**src/rtl/button_repeat_pkg.sv**
```systemverilog
// Shared definitions for the button repeat block: state encodings and the
// default hold delay / repeat rate, reusable by paddle and menu logic.
package button_repeat_pkg;

  typedef enum logic [1:0] {
    IDLE   = 2'd0,
    DELAY  = 2'd1,
    REPEAT = 2'd2
  } state_t;

  localparam int DEF_DELAY_TICKS = 16;
  localparam int DEF_RATE_TICKS  = 4;
  localparam int DEF_CNT_W       = 8;

endpackage

```
**src/rtl/button_repeat_if.sv**
```systemverilog
// Button event bus between the debouncer side (master) and the event
// generator (slave): a clean level and timing strobe in, event pulses out.
interface button_repeat_if;
  logic level;
  logic tick;
  logic press;
  logic release_pulse;
  logic step;
  logic held;

  modport master (
    output level, tick,
    input  press, release_pulse, step, held
  );

  modport slave (
    input  level, tick,
    output press, release_pulse, step, held
  );
endinterface

```
**src/rtl/button_repeat_edge_detect.sv**
```systemverilog
// Registered copy of a synchronous level with combinational rise/fall
// flags derived from the current input against the registered copy.
module button_repeat_edge_detect (
  input  logic clk,
  input  logic reset_n,
  input  logic in,
  output logic rise,
  output logic fall,
  output logic q
);

  // previous-cycle copy of the input
  always_ff @(posedge clk or negedge reset_n) begin
    if (!reset_n) q <= 1'b0;
    else          q <= in;
  end

  assign rise = in & ~q;
  assign fall = ~in & q;

endmodule

```
**src/rtl/button_repeat.sv**
```systemverilog
// Turns a debounced button level into press/release pulses plus a step
// pulse stream with typematic auto-repeat timed in external ticks.
//
// state  | meaning
// IDLE   | button released, waiting for a rising edge
// DELAY  | held, counting down the initial hold delay
// REPEAT | held, emitting a step every RATE_TICKS ticks
module button_repeat
  import button_repeat_pkg::*;
#(
  parameter int DELAY_TICKS = DEF_DELAY_TICKS,
  parameter int RATE_TICKS  = DEF_RATE_TICKS,
  parameter int CNT_W       = DEF_CNT_W
) (
  input logic           clk,
  input logic           reset_n,
  button_repeat_if.slave bus
);

  localparam int CNT_MAX = (1 << CNT_W) - 1;

  if (DELAY_TICKS < 1 || DELAY_TICKS > CNT_MAX) begin : g_bad_delay
    $error("button_repeat: DELAY_TICKS out of range 1..2**CNT_W-1");
  end
  if (RATE_TICKS < 1 || RATE_TICKS > CNT_MAX) begin : g_bad_rate
    $error("button_repeat: RATE_TICKS out of range 1..2**CNT_W-1");
  end

  localparam logic [CNT_W-1:0] DELAY_LD = CNT_W'(DELAY_TICKS);
  localparam logic [CNT_W-1:0] RATE_LD  = CNT_W'(RATE_TICKS);
  localparam logic [CNT_W-1:0] CNT_ONE  = CNT_W'(1);

  logic             rise;
  logic             fall;
  logic             level_q;
  state_t           state;
  logic [CNT_W-1:0] cnt;

  button_repeat_edge_detect u_edge (
    .clk     (clk),
    .reset_n (reset_n),
    .in      (bus.level),
    .rise    (rise),
    .fall    (fall),
    .q       (level_q)
  );

  assign bus.held = level_q;

  // FSM and tick down-counter; fall beats rise beats tick, pulses registered
  always_ff @(posedge clk or negedge reset_n) begin
    if (!reset_n) begin
      state             <= IDLE;
      cnt               <= '0;
      bus.press         <= 1'b0;
      bus.release_pulse <= 1'b0;
      bus.step          <= 1'b0;
    end else begin
      bus.press         <= 1'b0;
      bus.release_pulse <= 1'b0;
      bus.step          <= 1'b0;
      if (fall) begin
        bus.release_pulse <= 1'b1;
        state             <= IDLE;
        cnt               <= '0;
      end else begin
        case (state)
          IDLE: begin
            // a tick coinciding with the press is deliberately not counted
            if (rise) begin
              bus.press <= 1'b1;
              bus.step  <= 1'b1;
              cnt       <= DELAY_LD;
              state     <= DELAY;
            end
          end
          DELAY, REPEAT: begin
            if (bus.tick) begin
              if (cnt == CNT_ONE) begin
                bus.step <= 1'b1;
                cnt      <= RATE_LD;
                state    <= REPEAT;
              end else begin
                cnt <= cnt - CNT_ONE;
              end
            end
          end
          default: begin
            state <= IDLE;
            cnt   <= '0;
          end
        endcase
      end
    end
  end

endmodule

```
**src/flat_wrapper.sv**
```systemverilog
// flat-port wrapper written by rule: the top's interface ports become plain ports
module button_repeat_flat import button_repeat_pkg::*;
#(
  parameter int DELAY_TICKS = DEF_DELAY_TICKS,
  parameter int RATE_TICKS  = DEF_RATE_TICKS,
  parameter int CNT_W       = DEF_CNT_W
)
  (clk, reset_n, bus_level, bus_tick, bus_press, bus_release_pulse, bus_step, bus_held);
  button_repeat_if bus_i ();
  input logic clk;
  input logic reset_n;
  input wire logic [$bits(bus_i.level)-1:0] bus_level;
  input wire logic [$bits(bus_i.tick)-1:0] bus_tick;
  output wire logic [$bits(bus_i.press)-1:0] bus_press;
  output wire logic [$bits(bus_i.release_pulse)-1:0] bus_release_pulse;
  output wire logic [$bits(bus_i.step)-1:0] bus_step;
  output wire logic [$bits(bus_i.held)-1:0] bus_held;
  assign bus_i.level = bus_level;
  assign bus_i.tick = bus_tick;
  assign bus_press = bus_i.press;
  assign bus_release_pulse = bus_i.release_pulse;
  assign bus_step = bus_i.step;
  assign bus_held = bus_i.held;
  button_repeat #(.DELAY_TICKS(DELAY_TICKS), .RATE_TICKS(RATE_TICKS), .CNT_W(CNT_W)) u_core (.clk(clk), .reset_n(reset_n), .bus(bus_i));
endmodule
```
**config.mk**
```make
export PLATFORM = sky130hd
export DESIGN_NAME = button_repeat_flat
export DESIGN_NICKNAME = d
export VERILOG_FILES = /design/src/rtl/button_repeat_pkg.sv /design/src/rtl/button_repeat_if.sv /design/src/rtl/button_repeat_edge_detect.sv /design/src/rtl/button_repeat.sv /design/src/flat_wrapper.sv
export SDC_FILE = /design/constraint.sdc
export NUM_CORES = 1
export LEC_CHECK = 0
export ABC_AREA = 0
export CORE_ASPECT_RATIO = 1.1
export CORE_UTILIZATION = 45
export DETAILED_ROUTE_END_ITERATION = 6
export PLACE_DENSITY = 0.67
export REMOVE_ABC_BUFFERS = 1
export SLEW_MARGIN = 20
export SYNTH_ARGS = -nofsm -noshare
export SYNTH_HDL_FRONTEND = slang
export SYNTH_SLANG_ARGS = --single-unit
```
**constraint.sdc**
```tcl
create_clock -name clk -period 3.6 [get_ports clk]
set_clock_uncertainty 0.15 [all_clocks]
set_input_delay 0.54 -clock clk [delete_from_list [all_inputs] [get_ports clk]]
set_output_delay 0.54 -clock clk [all_outputs]
set_load 0.01 [all_outputs]
```
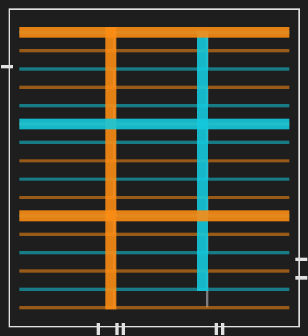
run_1/power_grid.png
Pins as bars on the die edge. Tap cells in grey.
legend:
  VSS:
    colour: orange
  VDD:
    colour: cyan
rows: 15
met5 straps: 3
signal pins: 8
met4 straps: 2
tap cells: 17

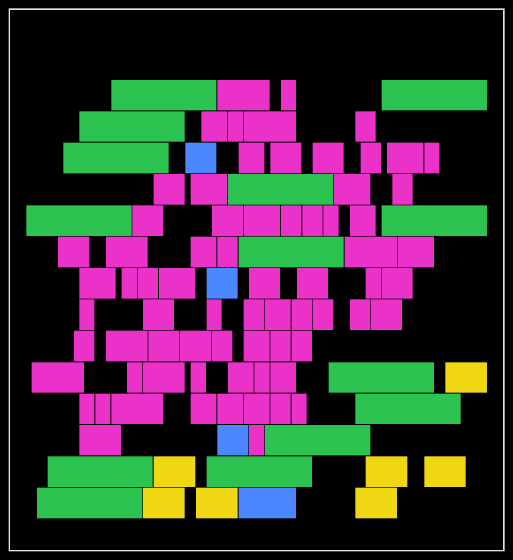
run_1/placement_by_type.png
legend:
  sequential cells:
    colour: green
    cells: 14
  clock drivers and dummy loads:
    colour: blue
    cells: 4
  remaining buffers and delay cells:
    colour: yellow
    cells: 7
  combinational and other logic:
    colour: magenta
    cells: 71

==> Flow_metrics.wiki, run 1 <==
== Run summary ==
{| class="wikitable"
! Metric !! Value
|-
| Total of cells resized after clock tree synthesis || 0
|-
| Max-slew headroom at the worst pin || 0.566
|-
| DR iter-0 viols || 21
|-
| Clock sinks || 14
|-
| Top_reg_cell synth || sky130_fd_sc_hd__dfrtp_1
|-
| Final clock period utilization by the worst path || 0.614
|-
| Total detailed-routing wirelength || 1770 um
|-
| R2R Setup Slk || 1480 ps
|-
| Status || completed
|-
| Summed standard-cell area reported by yosys || 822 sq um
|-
| Count of final hold-check violations || 0
|-
| Global-route wire length before repair || 2930 um
|-
| Critical register-to-register path startpoint || u_core.state[1]
|-
| Antenna Cells || 0
|-
| Crit end category || flop
|-
| Placement-stage worst setup slack || 1120 ps
|-
| Transition time at the pin with the least slew margin || 649 ps
|-
| X dimension of the die || 42.8 um
|-
| Antenna violations before repair || 0
|-
| PwrDens || 824 mW/mm^2
|-
| Global-route usage over all layers || 0.201
|-
| IO Port Bufs || 7
|-
| Kind of critical path || in -> reg
|-
| Minimum clock period || 2210 ps
|-
| DRC violations left || 0
|-
| Number of global-route vias before repair || 662
|-
| Number of flops mapped to enable cells by yosys || 0
|-
| Post-synth seq share || 0.426
|-
| Leakage || 0.422 nW
|-
| TNS Setup || 0 ps
|-
| Worst r2r path cells || 6
|-
| Netlist area before placement || 822 sq um
|-
| Largest net degree at the start of global routing || 15
|-
| Yosys Instances || 86
|-
| Via-to-Cell Ratio || 6.33
|-
| CTS Hold Bufs || 0
|-
| Floorplan die area || 0.00200 sq mm
|-
| Bufs on Longest Clock Path || 2
|-
| Hold Path Sink || u_core.cnt[1]
|-
| Antenna violation net count after detailed routing || 0
|-
| DP HPWL || 1330 um
|-
| Total I/O pin count || 8
|-
| Growth of design area from synthesis to finish || 14.9%
|-
| Max-cap violation count || 0
|-
| CTS tree || built
|-
| Core Density at Floorplan || 0.503
|-
| Kind of start point of the critical path || input pin
|-
| Post-synthesis sequential element count || 14
|-
| Root buffer selected by CTS || sky130_fd_sc_hd__clkbuf_4
|-
| Source-to-sink clock delay at the later pin of the worst-skew pair || 290 ps
|-
| Post-CTS repair timing setup buffer count || 0
|-
| DR vias || 715
|-
| Number of stages on the worst hold path || 1
|-
| Number of setup violations in the final report || 0
|-
| Grt total ovfl || 0
|-
| Endpoint of the most critical register-to-register path || u_core.cnt[3]
|-
| Worst Min Path Start || u_core.cnt[1]
|-
| Instance tally after logic synthesis || 86
|-
| First-pass iteration count of the detailed router || 4
|-
| Fraction of the core area covered by cells at the end of the flow || 0.579
|-
| Power, Total || 0.778 mW
|-
| Maximum fanout encountered on the critical timing path || 9
|-
| Tally of filler cells in the layout || 142
|-
| Number of H-tree levels || 1
|-
| Ratio of cells with drive above 1 in the final layout || 0.104
|-
| Unrepaired setup endpoints after global routing || no
|-
| Worst min-delay path category || reg -> reg
|-
| Distinct lib cells || 38
|-
| Net count of the finished layout || 105
|-
| Smallest setup slack after layout || 1390 ps
|-
| Synthesized area per cell || 9.56 sq um
|-
| Placeable Area || 0.00163 sq mm
|-
| Post-synth ARST share || 1.00
|-
| Crit path required time || 3650 ps
|-
| Data arrival, critical path || 2260 ps
|-
| Routed wire per std cell || 15.7 um
|-
| Max Clk Rate || 0.453 GHz
|-
| Floorplan die height || 46.8 um
|-
| Total number of warnings across the stage logs || 27
|-
| RD Place Congestion || 0.845
|-
| Clock buffer count from CTS || 3
|-
| Worst vdd ir || 0.413 mV
|}
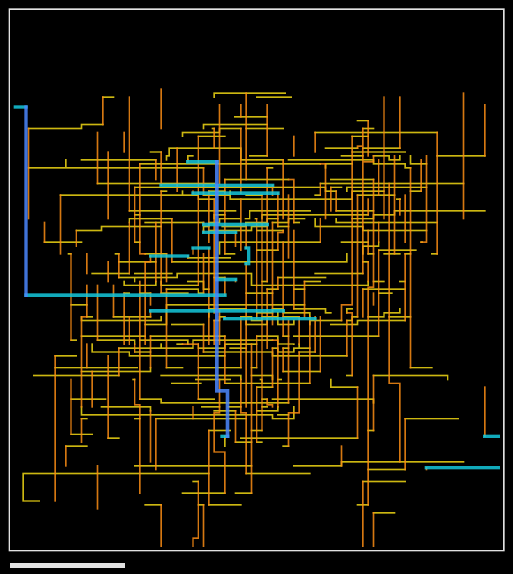
run_1/wires.png
The bar under the picture is 10 um long.
legend:
  metal 3:
    colour: cyan
    wire_length: 81.0 um
  metal 1:
    colour: yellow
    wire_length: 850 um
  metal 4:
    colour: blue
    wire_length: 41.0 um
  metal 2:
    colour: orange
    wire_length: 798 um

==> run 1: layout by cell type, fill, tap and decap left out, drive strengths merged, types with 3 or more instances in the layout <==
cell type / count
dfrtp: 14
inv: 8
a21oi: 7
clkdlybuf4s50: 7
nand2b: 5
nor2: 4
nor3: 4
ha: 4
clkbuf: 4
o21ai: 3
o31ai: 3
nand2: 3
==> run 1: report_power, final <==
group,switching (mW),total [mW],internal [mW]
logic,0.233,0.409,0.177
registers,0.0495,0.255,0.206
clock network,0.0519,0.114,0.0616
==> run 1: Yosys cell counts (all sizes together), types with 2 or more instances <==
cell type,n,area [sq um]
nor4,2,18.8
nor2b,2,12.5
nor2,4,15.0
inv,8,30.0
dfrtp,14,350
o31ai,3,22.5
a21oi,7,35.0
nand2b,5,31.3
a21o,2,15.0
ha,4,50.1
nand3,2,10.0
o21ai,3,15.0
nand2,3,11.3
or4,2,15.0
nor3,4,20.0
==> run 1: worst max-delay path: stages <==
cell                              delay, ps
sky130_fd_sc_hd__clkdlybuf4s50_1        460
sky130_fd_sc_hd__nand2b_1               340
sky130_fd_sc_hd__inv_2                  190
sky130_fd_sc_hd__o21ai_0                150
sky130_fd_sc_hd__or4_1                  420
sky130_fd_sc_hd__a21oi_1                150
==> run 1: kinds of logic (layout without fill, tap and decap cells) <==
kind of cell / count (synthesis) / count (layout) / synth area share
fa+ha+maj: 5 / 5 / 0.0731
buf+inv: 9 / 19 / 0.0426
xor+xnor: 1 / 1 / 0.0107
compound gates: 25 / 25 / 0.210
flops: 14 / 14 / 0.426
simple gates: 31 / 31 / 0.225
mux: 1 / 1 / 0.0122
==> run 1: registers in the layout, summed over array words and instances, names as in the netlist <==
name and cells:
u_core.state 2, u_core.cnt 8, u_core.bus.step 1, u_core.u_edge.q 1
u_core.bus.release_pulse 1, u_core.bus.press 1
==> run 1: layer usage <==
metal	wire (um)	GRT usage
met1	850	0.270
met2	798	0.330
met3	81	0.0231
met4	41	0.0938
met5	0	0
==> run 1: stage by stage <==
step / instance area, sq um / hold WS (ps) / instances
after floorplan: 817 / 94.4 / 85
after global placement: 908 / 379 / 109
after detailed placement: 908 / 385 / 109
after CTS: 945 / 406 / 113
after global routing: 945 / 418 / 113
final: 945 / 411 / 113
==> run 1: final cells by class <==
type / count / area, sq um / area share
multi-input cells: 63 / 437 / 0.462
inverters: 8 / 30.0 / 0.0318
flip-flops and latches: 14 / 350 / 0.371
clock buffers: 4 / 36.3 / 0.0384
well taps: 17 / 21.3 / 0.0225
repair buffers: 7 / 70.1 / 0.0742
==> run 1: how the worst max path moves through the flow <==
| stage | from | endpoint |
|---|---|---|
| floorplan | bus_level | u_core.cnt[7] |
| global placement | bus_level | u_core.cnt[7] |
| detailed placement | bus_level | u_core.cnt[7] |
| CTS | bus_level | u_core.cnt[7] |
| global route | bus_level | u_core.cnt[7] |
| finish | bus_level | u_core.cnt[7] |
run_1/clk_routes.png
The bar under the picture is 10 um long.
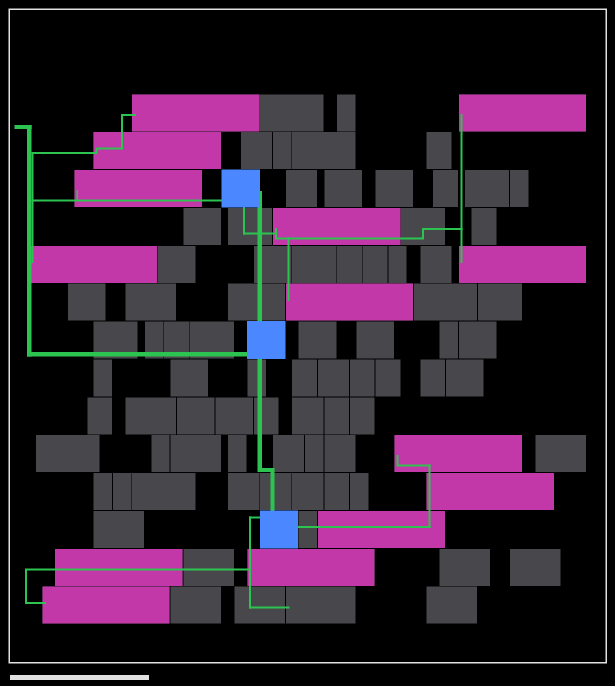

==> run 2: changes to the inputs <==
Settings changed: PLACE_DENSITY 0.67 to 0.7.
Clock period 3.6 ns to 1.85 ns, I/O delays scaled along.
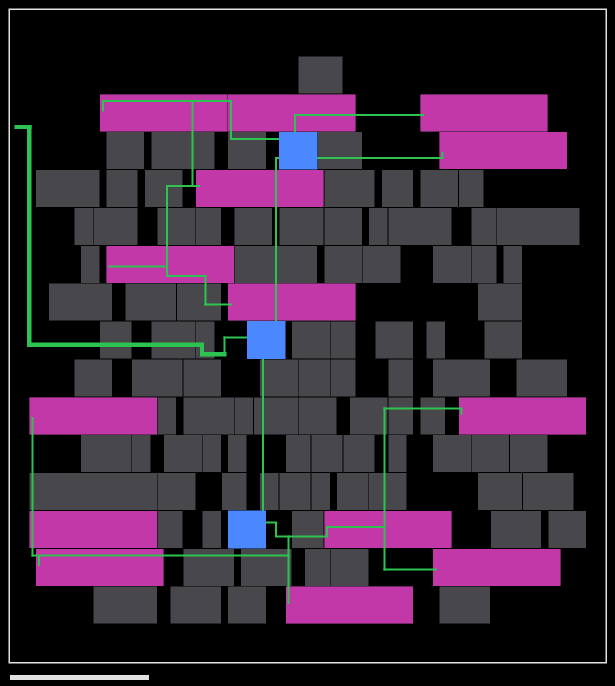
run_2/clk_routes.png
The bar under the picture is 10 um long.
legend:
  clock drivers:
    colour: blue
    count: 3
  flip-flops:
    colour: magenta
    count: 14
  clock wires:
    colour: green
    length: 193 um
flops lie: spread over the die
routed clock nets: 4

==> run 2 against run 1 <==
Worst hold slack worse by 250 ps. Synthesized area is the same. Total power grew 130%. Critical endpoint is now u_core.cnt[6]. Cell area rose by 17%. Flip-flop count is the same. Die size stayed put. Synthesized cell count stayed put.
==> Flow_metrics.wiki, run 2 <==
== Run summary ==
{| class="wikitable"
! Metric !! Value
|-
| Status || completed
|-
| Tally of filler cells in the layout || 140
|-
| Count of final hold-check violations || 0
|-
| Summed standard-cell area reported by yosys || 822 sq um
|-
| Core Density at Floorplan || 0.503
|-
| Max-slew headroom at the worst pin || 0.712
|-
| Power, Total || 1.82 mW
|-
| Max-cap violation count || 0
|-
| Number of H-tree levels || 1
|-
| Synthesized area per cell || 9.56 sq um
|-
| Worst r2r path cells || 3
|-
| Library cell with the highest instance count after synthesis || sky130_fd_sc_hd__dfrtp_1
|-
| Distinct lib cells || 38
|-
| Switching power summed over all nets || 0.770 mW
|-
| CTS Hold Bufs || 0
|-
| Largest net degree at the start of global routing || 15
|-
| Post-synth ARST share || 1.00
|-
| Routed wire per std cell || 16.3 um
|-
| Kind of start point of the critical path || flop
|-
| Cell type with the highest aggregate area in the netlist || sky130_fd_sc_hd__dfrtp_1
|-
| Growth of design area from synthesis to finish || 34.4%
|-
| Netlist area before placement || 822 sq um
|-
| R2R Setup Slk || 60 ps
|-
| Ratio of cells with drive above 1 in the final layout || 0.324
|-
| Yosys top cell area share || 0.426
|-
| Total I/O pin count || 8
|-
| Clock buffer count from CTS || 3
|-
| Via-to-Cell Ratio || 6.09
|-
| Antenna violations before repair || 0
|-
| Crit path required time || 1880 ps
|-
| Floorplan die height || 46.8 um
|-
| Worst vdd ir || 1.06 mV
|-
| PwrDens || 1650 mW/mm^2
|-
| DR vias || 779
|-
| Number of global-route vias before repair || 726
|-
| Crit end category || flop
|-
| Antenna violation net count after detailed routing || 0
|-
| Post-synth top cells || sky130_fd_sc_hd__dfrtp_1 (14), sky130_fd_sc_hd__a21oi_1 (7), sky130_fd_sc_hd__inv_1 (6), sky130_fd_sc_hd__nand2b_1 (5)
|-
| Root buffer selected by CTS || sky130_fd_sc_hd__clkbuf_4
|-
| CTS tree || built
|-
| Floorplan die area || 0.00200 sq mm
|-
| Grt total ovfl || 0
|-
| Maximum fanout encountered on the critical timing path || 5
|-
| DR iter-0 viols || 22
|-
| Post-synth seq share || 0.426
|-
| Max Clk Rate || 0.558 GHz
|-
| Global-route usage over all layers || 0.228
|-
| Smallest setup slack after layout || 57.9 ps
|-
| Clock power share || 0.095
|-
| Instance tally after logic synthesis || 86
|-
| Number of setup violations in the final report || 0
|-
| Net count of the finished layout || 121
|-
| Global-route wire length before repair || 3280 um
|-
| Total number of warnings across the stage logs || 27
|-
| Switching part of the total power || 0.422
|-
| Post-synthesis sequential element count || 14
|-
| Largest regs || u_core.cnt: 8 flops, u_core.state: 2 flops
|-
| First-pass iteration count of the detailed router || 5
|-
| Yosys Instances || 86
|-
| Kind of critical path || reg -> reg
|-
| Number of flops mapped to enable cells by yosys || 0
|-
| Power Internal || 1.06 mW
|-
| Clock sinks || 14
|-
| Worst min-delay path category || in -> async
|-
| Total detailed-routing wirelength || 2090 um
|-
| Final worst hold slack || 157 ps
|}
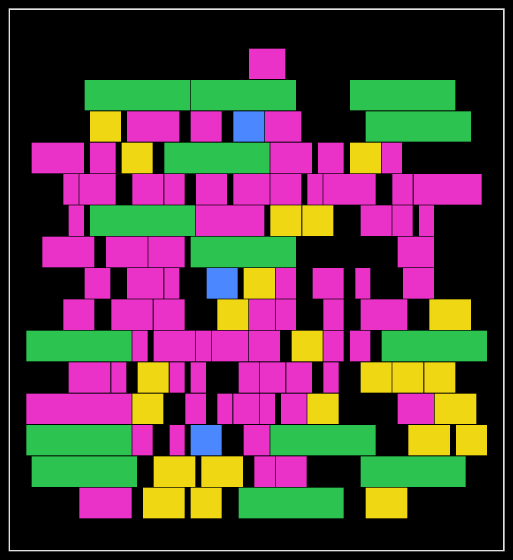
run_2/placement_by_type.png
legend:
  remaining buffers and delay cells:
    colour: yellow
    cells: 23
  clock drivers:
    colour: blue
    cells: 3
  combinational and other logic:
    colour: magenta
    cells: 71
  sequential cells:
    colour: green
    cells: 14

==> run 2: cell types whose count changed in the layout (fill, tap and decap cells not counted), sizes merged <==
cell / before / now
buf: 0 / 16
clkbuf: 4 / 3
==> run 2: power groups by stage <==
stage          Sequential (mW)  Clock [mW]  Combinational (mW)
3_3_place_gp             0.484           0               0.949
4_1_cts                  0.487       0.175               0.995
6_report                 0.498       0.173                1.15
3_5_place_dp             0.488           0               0.966
5_1_grt                  0.510       0.189                1.26
2_1_floorplan            0.480           0               0.608
==> run 2: what timing repair did <==
| item | 4_1_cts | 5_1_grt |
|---|---|---|
| pin swaps | 0 | 2 |
| buffers inserted | 0 | 2 |
| setup endpoints to repair | 6 | 7 |
| gates resized | 2 | 13 |
| endpoints found under the hold margin | 0 | 0 |
==> run 2: metal layers <==
| metal | track usage | routed length, um | vias up | part of all wire |
|---|---|---|---|---|
| met5 | 0 | 0 | - | 0 |
| met4 | 0.131 | 36 | 0 | 0.017 |
| met3 | 0.0231 | 43 | 6 | 0.021 |
| met2 | 0.382 | 1070 | 18 | 0.51 |
| met1 | 0.294 | 938 | 383 | 0.45 |
| li1 | - | - | 372 | - |
==> run 2: kinds of logic after synthesis <==
family | count (synthesis) | synth area share
fa+ha+maj | 5 | 0.0731
simple gates | 31 | 0.225
buf+inv | 9 | 0.0426
compound gates | 25 | 0.210
mux | 1 | 0.0122
flops | 14 | 0.426
xor+xnor | 1 | 0.0107
==> run 2: worst min path at each step <==
stage	slack, ps	to	cells past startpoint	startpoint
floorplan	-170	u_core.bus.press	0	reset_n
global placement	380	u_core.cnt[2]	1	u_core.cnt[2]
detailed placement	400	u_core.cnt[2]	1	u_core.cnt[2]
CTS	160	u_core.bus.step	2	reset_n
global route	160	u_core.bus.step	2	reset_n
finish	160	u_core.bus.release_pulse	2	reset_n
==> run 2: layout make-up <==
cell class,count,area (sq um),share of cell area
flip-flops and latches,14,350,0.317
multi-input cells,63,490,0.444
clock buffers,3,22.5,0.0204
inverters,8,30.0,0.0272
well taps,17,21.3,0.0193
repair buffers,23,190,0.172
==> run 2: per-stage QoR <==
stage               TNS [ps]   util  cells  instance area (sq um)
CTS                        0  0.642    126                   1050
global placement        -815  0.621    123                   1010
finish                     0  0.677    128                   1100
floorplan                  0      -     85                    817
global route           -44.2  0.677    128                   1100
detailed placement      -889  0.621    123                   1010
==> run 2: worst max-delay path, stage by stage, from the launching register on <==
cell,delay (ps)
sky130_fd_sc_hd__dfrtp_1,450
sky130_fd_sc_hd__or3_1,380
sky130_fd_sc_hd__or4_1,510
sky130_fd_sc_hd__o31ai_1,210
Power and IR drop assume default switching activity.
